### config.mk
export PLATFORM = sky130hd
export DESIGN_NAME = full_adder
export DESIGN_NICKNAME = d
export VERILOG_FILES = /design/src/rtl/full_adder.sv
export SDC_FILE = /design/constraint.sdc
export NUM_CORES = 1
export LEC_CHECK = 0
export ABC_CLOCK_PERIOD_IN_PS = 2000
export CORE_AREA = 2 2 39 41
export CTS_BUF_LIST = sky130_fd_sc_hd__clkbuf_4 sky130_fd_sc_hd__clkbuf_8 sky130_fd_sc_hd__clkbuf_16
export CTS_CLUSTER_DIAMETER = 200
export DETAILED_ROUTE_END_ITERATION = 8
export DIE_AREA = 0 0 41 43
export GPL_TIMING_DRIVEN = 0
export PLACE_DENSITY = 0.58
export SYNTH_ARGS = -nofsm -noshare
export SYNTH_HDL_FRONTEND = slang
export SYNTH_SLANG_ARGS = --single-unit
export TNS_END_PERCENT = 30
### constraint.sdc
create_clock -name clk -period 2 [get_ports clk]
set_input_delay 0.4 -clock clk [delete_from_list [all_inputs] [get_ports clk]]
set_output_delay 0.4 -clock clk [all_outputs]
set_load 0.005 [all_outputs]
### src/rtl/full_adder.sv
// Single-bit full adder with zero-latency outputs, a registered copy of the
// result, and a sticky record of which {Cin,B,A} combinations have been sampled.
module full_adder (
  input  logic       clk,
  input  logic       reset,
  input  logic       A,
  input  logic       B,
  input  logic       Cin,
  output logic       Sum,
  output logic       Cout,
  output logic       Sum_q,
  output logic       Cout_q,
  output logic [7:0] Seen,
  output logic       AllSeen
);

  logic [2:0] combo;
  logic       sum_d;
  logic       cout_d;
  logic [7:0] seen_d;
  logic [7:0] seen_q;

  assign combo  = {Cin, B, A};
  assign sum_d  = A ^ B ^ Cin;
  assign cout_d = (A & B) | (A & Cin) | (B & Cin);

  // The ripple-carry cell and the shadow registers share one set of gates.
  assign Sum  = sum_d;
  assign Cout = cout_d;

  always_comb begin
    // NOTE: default first so every path assigns seen_d and no latch is inferred.
    seen_d        = seen_q;
    seen_d[combo] = 1'b1;
  end

  // NOTE: non-blocking assignments so every register samples pre-edge values.
  always_ff @(posedge clk or posedge reset) begin
    if (reset) begin
      Sum_q  <= 1'b0;
      Cout_q <= 1'b0;
      seen_q <= 8'h00;
    end else begin
      Sum_q  <= sum_d;
      Cout_q <= cout_d;
      seen_q <= seen_d;
    end
  end

  assign Seen    = seen_q;
  assign AllSeen = &seen_q;

endmodule

==> reports/qor.txt <==
Max transition margin - 0.745
Achievable frequency - 0.512 GHz
Reg-to-reg endpoint - Seen[0]$_DFF_PP0_
TritonCTS buffer count - 3
Chip area - 1760 sq um
Hold buffers post-CTS - 0
R2r setup slk - 1.27 ns
Cell area after layout - 602 sq um
Post-CTS Setup Repair Bufs - 0
Synth area leader - dfrtp_1
Final Hold Viols - 0
Layout Skew - 0 ns
Met3 Use GR - 0.0471
Yosys simple share - 0.0817
First-pass GRT wire length - 1520 um
GRT Util Overall - 0.132
Syn_nets - 36
Minimum hold slack - 0.395 ns
Most common logic cell in the routed design - clkdlybuf4s50_1
Worst-path fanout max - 7
MI comb area - 111 sq um
Most crowded layer after global routing - met1
Detailed-route vias per instance - 4.63
Power density over cell area - 738 nW/um^2
RSZ-0062 raised after global routing - false
P&R area growth vs syn - 57.2%
Worst hold-check path type - primary input to async pin
Slew Limit Fails - 0
Max-Cap Viols - 0
Flop count - 10
Post-layout utilization of the core - 0.435
Worst EP required - 1.60 ns
Mapped Cells - 30
Yosys chip area - 383 sq um
Layout net count - 58
Most instantiated logic cells after routing - 12 x clkdlybuf4s50_1, 10 x dfrtp_1, 4 x dlygate4sd2_1
Worst-Skew Late Latency - 0.27 ns
ClkCell Share - 0.0603
AO/OA Area Share - 0.150
Ports - 18
Synth logic family - AND-OR/OR-AND gates
Initial Util - 0.277
Clk sink count - 10
DRT Pass-1 Iters - 3
Final period util - 0.977
Antenna cells - 0
N_taps - 16
Number of fill cells - 151
Data buffer area share - 0.274
Clock transition at path regs - 0.07 ns
Final setup fails - 0
Ys async rst share - 1.00
Sequential share of cell area - 0.416
Dominant register cell - dfrtp_1
Port buffer count - 17
Non-clock buffers - 18
Reg2Reg Depth - 1
Leak pwr - 0.000267 uW
Critical Path Source Type - primary input
Dpl cell area - 573 sq um
Crit Path Class - primary input to output pin
Met2 usage - 0.166
DIE HEIGHT - 43 um
Mux cell area share - 0
Row count - 14
Count of tool warnings - 26
Initial DRC count - 4
Status - finished, final reports clean
Clock root buffer - clkbuf_4
Cell count after placement - 63
H-tree Lvls - 1
Vias in the first global route - 313
Yosys warns - 0
Total negative slack - 0 ns
Yosys xor share - 0
Post-route minimum period - 1.95 ns
Post-Syn Area - 383 sq um
Die Wd - 41 um
Multi-input combinational area share - 0.185
Synth top cells by count - 10 x dfrtp_1, 3 x a31o_1, 3 x inv_1
Flip-flop and latch count after synthesis - 10
Final ANT Viol Nets - 0
Worst vdd ir - 0.386 mV
Top class by area - registers
Crit Reg-Reg Startpoint - Seen[0]$_DFF_PP0_
Gr ovfl total - 0
Area leader share - 0.654
Setup ws final - 0.0469 ns
Ys cells - 30
Worst-Margin Slew - 0.382 ns
[run 1: worst max-delay path, cell delays in order]
cell	delay (ns)
dlygate4sd2_1	0.37
fa_2	0.50
dlygate4sd2_1	0.27
[run 1: routing by layer]
metal	part of all wire	routed length, um
met5	0	0
met4	0.031	26
met2	0.43	367
met1	0.47	396
met3	0.071	60
[run 1: where the power goes]
group	internal (uW)	total, uW	switching (uW)
Clock	111	193	81.9
Combinational	22.0	43.5	21.5
Sequential	207	208	1.21
Total	340	444	105
[run 1: flip-flops by register name, indices dropped and copies added (netlist names)]
register	count
Seen	8
Cout_q	1
Sum_q	1
[run 1: repair_timing]
item	CTS	global route
resized	6	2
pin swaps	0	0
endpoints found under the setup margin	2	1
**Run 1: met1 routing**

Bar = 10 um. Supply wires on this layer in grey.
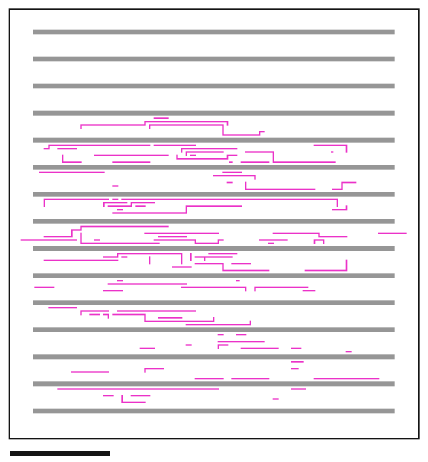
- longest straight run: 21.6 um
- main direction: horizontal
- wire length on this layer: 396 um
- share of all routed wire: 47%
M1 GR Usage: 0.188
via count: 310
Routed WL: 850 um

**Run 1: PDN straps and rails**

Pins as bars on the die edge.
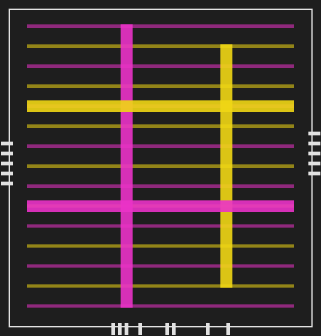
- VSS: magenta
- VDD: yellow
- met4 straps: 2
- met1 rails: 15
- rows: 14

**Run 1: M3 wires**

Bar = 10 um. Cells faint in the background.
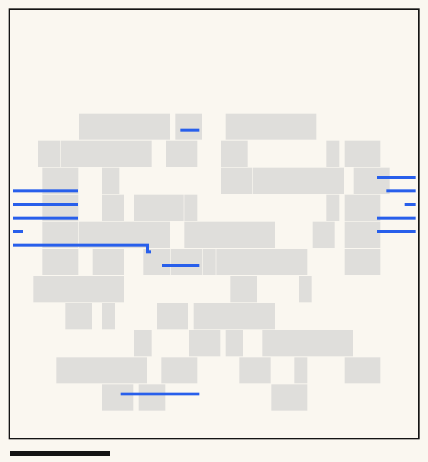
- wire length on this layer: 60.4 um
- nets with wire on the layer: 11

Power and IR drop assume default switching activity.
